cell_classes.png
Scale bar: 20 um. Fill, decap, tap and diode cells in grey.
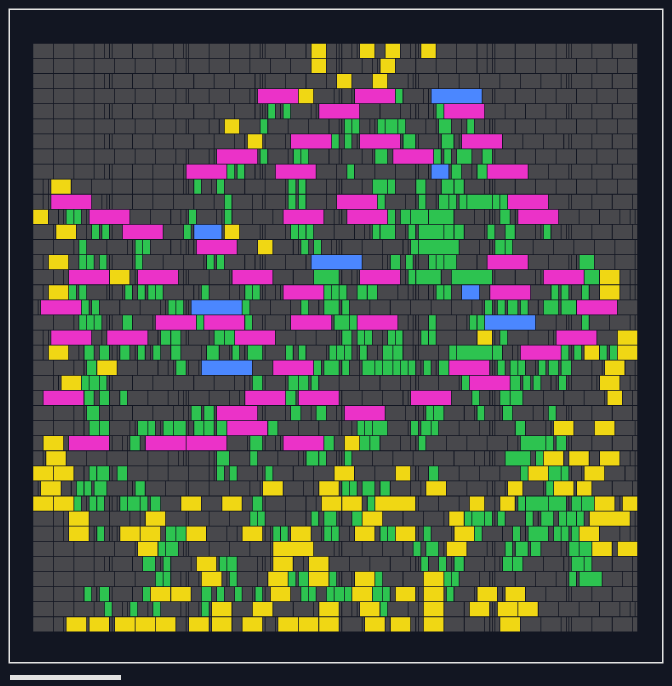
clock_map.png
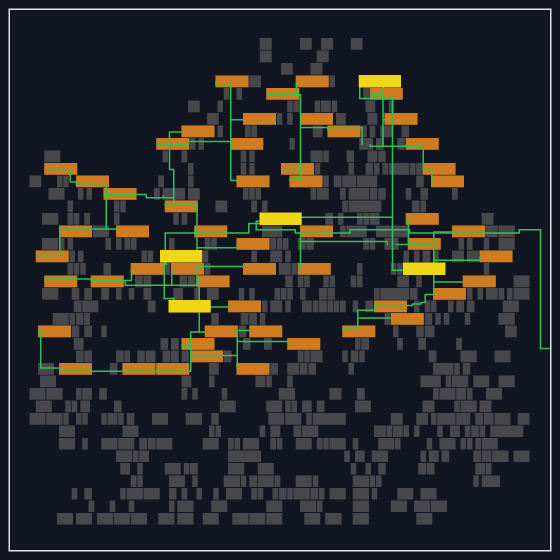
==> src/rtl/voice_div_arbiter.sv <==
// Shared restoring divider for voice channels: arbitrates, divides one bit per cycle, returns quot/rem/id.
// Define VDIV_ROUND_ROBIN_EN for round-robin arbitration; otherwise lowest index wins.
module voice_div_arbiter #(
  parameter int NUM_REQ = 4,
  parameter int WIDTH   = 16,
  parameter int DWIDTH  = 4
) (
  input  logic                       clk,
  input  logic                       rst_n,
  input  logic [NUM_REQ-1:0]         req_valid,
  input  logic [NUM_REQ*WIDTH-1:0]   req_num,
  input  logic [NUM_REQ*DWIDTH-1:0]  req_den,
  output logic [NUM_REQ-1:0]         req_ready,
  output logic                       rsp_valid,
  input  logic                       rsp_ready,
  output logic [$clog2(NUM_REQ)-1:0] rsp_id,
  output logic [WIDTH-1:0]           rsp_quot,
  output logic [DWIDTH-1:0]          rsp_rem,
  output logic                       busy
);

  localparam int IDW = $clog2(NUM_REQ);
  localparam int CW  = $clog2(WIDTH);

  typedef enum logic [1:0] {IDLE, DIV, RESP} state_t;

  state_t state, state_nx;

  logic              any;
  logic              accept;
  logic [IDW-1:0]    gnt;
  logic [WIDTH-1:0]  sel_num;
  logic [DWIDTH-1:0] sel_den;
  logic [WIDTH-1:0]  num_q;
  logic [DWIDTH-1:0] den_q;
  logic [DWIDTH-1:0] rem_q;
  logic [IDW-1:0]    id_q;
  logic [CW-1:0]     cnt;
  logic [DWIDTH:0]   pr;
  logic              ge;
  logic [DWIDTH-1:0] rem_nx;

`ifdef VDIV_ROUND_ROBIN_EN
  logic [IDW-1:0] last_grant;
  logic [IDW-1:0] idx;

  // Walk from farthest to nearest so the entry after last_grant wins.
  always_comb begin
    gnt = '0;
    any = 1'b0;
    idx = '0;
    for (int k = NUM_REQ; k >= 1; k--) begin
      idx = last_grant + IDW'(k);
      if (req_valid[idx]) begin
        gnt = idx;
        any = 1'b1;
      end
    end
  end

  always_ff @(posedge clk) begin
    if (!rst_n)
      last_grant <= IDW'(NUM_REQ - 1);
    else if (accept)
      last_grant <= gnt;
  end
`else
  always_comb begin
    gnt = '0;
    any = 1'b0;
    for (int i = NUM_REQ - 1; i >= 0; i--) begin
      if (req_valid[i]) begin
        gnt = IDW'(i);
        any = 1'b1;
      end
    end
  end
`endif

  always_comb begin
    sel_num = '0;
    sel_den = '0;
    for (int i = 0; i < NUM_REQ; i++) begin
      if (gnt == IDW'(i)) begin
        sel_num = req_num[i*WIDTH +: WIDTH];
        sel_den = req_den[i*DWIDTH +: DWIDTH];
      end
    end
  end

  assign accept = (state == IDLE) && any;

  // Partial remainder always ends below den, so DWIDTH bits hold it.
  assign pr     = {rem_q, num_q[WIDTH-1]};
  assign ge     = pr >= {1'b0, den_q};
  assign rem_nx = ge ? DWIDTH'(pr - {1'b0, den_q}) : pr[DWIDTH-1:0];

  always_ff @(posedge clk) begin
    if (!rst_n)
      state <= IDLE;
    else
      state <= state_nx;
  end

  always_comb begin
    state_nx = state;
    unique case (state)
      IDLE: if (any) state_nx = (sel_den == '0) ? RESP : DIV;
      DIV:  if (cnt == '0) state_nx = RESP;
      RESP: if (rsp_ready) state_nx = IDLE;
      default: state_nx = IDLE;
    endcase
  end

  always_comb begin
    req_ready = '0;
    if (accept) req_ready[gnt] = 1'b1;
    rsp_valid = (state == RESP);
    busy      = (state != IDLE);
  end

  always_ff @(posedge clk) begin
    if (!rst_n) begin
      num_q    <= '0;
      den_q    <= '0;
      rem_q    <= '0;
      id_q     <= '0;
      cnt      <= '0;
      rsp_id   <= '0;
      rsp_quot <= '0;
      rsp_rem  <= '0;
    end else if (accept) begin
      id_q  <= gnt;
      den_q <= sel_den;
      num_q <= sel_num;
      rem_q <= '0;
      cnt   <= CW'(WIDTH - 1);
      if (sel_den == '0) begin
        rsp_id   <= gnt;
        rsp_quot <= sel_num;
        rsp_rem  <= '0;
      end
    end else if (state == DIV) begin
      num_q <= {num_q[WIDTH-2:0], ge};
      rem_q <= rem_nx;
      cnt   <= cnt - CW'(1);
      if (cnt == '0) begin
        rsp_id   <= id_q;
        rsp_quot <= {num_q[WIDTH-2:0], ge};
        rsp_rem  <= rem_nx;
      end
    end
  end

endmodule

==> config.mk <==
export PLATFORM = sky130hd
export DESIGN_NAME = voice_div_arbiter
export DESIGN_NICKNAME = d
export VERILOG_FILES = /design/src/rtl/voice_div_arbiter.sv
export SDC_FILE = /design/constraint.sdc
export NUM_CORES = 1
export LEC_CHECK = 0
export ABC_AREA = 1
export CAP_MARGIN = 15
export CORE_MARGIN = 4
export CORE_UTILIZATION = 25
export DETAILED_ROUTE_END_ITERATION = 8
export MAX_ROUTING_LAYER = met4
export PLACE_DENSITY = 0.5
export SLEW_MARGIN = 20
export SYNTH_ARGS = -nofsm -noshare
export SYNTH_HDL_FRONTEND = slang
export SYNTH_SLANG_ARGS = --single-unit
export TNS_END_PERCENT = 50
==> constraint.sdc <==
create_clock -name clk -period 3.7 [get_ports clk]
set_clock_uncertainty 0.1 [all_clocks]
set_input_delay 0.74 -clock clk [delete_from_list [all_inputs] [get_ports clk]]
set_output_delay 0.74 -clock clk [all_outputs]
set_load 0.1 [all_outputs]
==> Changelog: implementation <==
## Flow update

- Outcome: finished clean
- Count leader, synth: nand2_1
- Met3 wire len: 347 um
- Post-layout util: about 38%
- Power per cell area: between 500 and 600 nW/um^2
- Nets: around 650
- Top Layout Cells: nand2_1 (136), clkdlybuf4s50_1 (94), nor2_1 (55), dfxtp_1 (54), inv_1 (37)
- WL/cell: roughly 14 um
- Post-synth regs: roughly 54
- Residual DRC: 0
- Root Buffer: clkbuf_16
- Total routed wirelength: between 9 and 10 mm
- Critical path type: in -> out
- Average size of a mapped cell: approximately 6.6 um^2
- Setup ws final: 0.591 ns
- Largest regs: num_q: 16 flops, rsp_quot: 16 flops
- Crit-path cells: clkdlybuf4s50_1 -> nor2_4 -> inv_2 -> nor2_1 -> inv_1 -> nor2_1 -> buf_12
- Log Warnings: 27
- Bufs on Longest Clock Path: 2
- Post-Place Cells: about 690
- Post-Syn Nets: ~550
- Routed wl met2: between 4 and 5 mm
- Synth async-reset ratio: 0%
- First drt pass iteration count: 6
- CP Capture Type: output pin
- WP depth: 7
- Global-route wire length before repair: ~16 mm
- CTS Hold Bufs: 0
- Top Usage Layer GRT: met2
- Crit path capture: req_ready[3]
- Mux frac, synth: 0%
- Total number of yosys warnings: 0
- Final Hold Slack: around 0.38 ns
- Yosys stat area: roughly 3000 um^2
- Top-area cell share: a little over a third
- Post-CTS Resized: 0
- Flip-flops with a built-in enable: 0
- CTS tree: done
- Max_cap viols: 0
- CP max stage cell: clkdlybuf4s50_1
- Max Clk Rate: approximately 320 MHz
- Top sig layer: met4
Back to the opening pictures, cell_classes.png:
| colour | class | cells | share of their area |
|---|---|---|---|
| green | all other logic | 375 | 42% |
| blue | clock drivers and dummy loads | 8 | 3.7% |
| magenta | flip-flops | 54 | 26% |
| yellow | other buffers and delay cells | 122 | 28% |

Back to the opening pictures, clock_map.png:
[orange] flip-flops | count: 54
[green] clock wires | length: 745 um
[yellow] cells driving clock nets | count: 5
routed clock nets: 6
clk pwr: 0.000494 W
Clock power frac: 21.8%
clock latency on the worst-skew pair: 0.30 ns

==> power groups by stage <==
stage / logic (W) / clock network (W) / registers, W
after global placement: 0.00104 / 0 / 0.000749
after floorplan: 0.000530 / 0 / 0.000961
after CTS: 0.00105 / 0.000511 / 0.000737
final: 0.00103 / 0.000494 / 0.000737
after detailed placement: 0.00104 / 0 / 0.000748
after global routing: 0.00114 / 0.000536 / 0.000747
==> area by class of cell <==
class                   instances  area, um^2  share of cell area, %
clock inverters                 2        17.5                  0.400
clock buffers                   6         139                   3.17
inverters                      40         150                   3.43
well taps                     143         179                   4.08
flip-flops and latches         54        1080                   24.7
multi-input cells             335        1630                   37.1
repair buffers                122        1190                   27.1
Power and IR drop assume default switching activity.
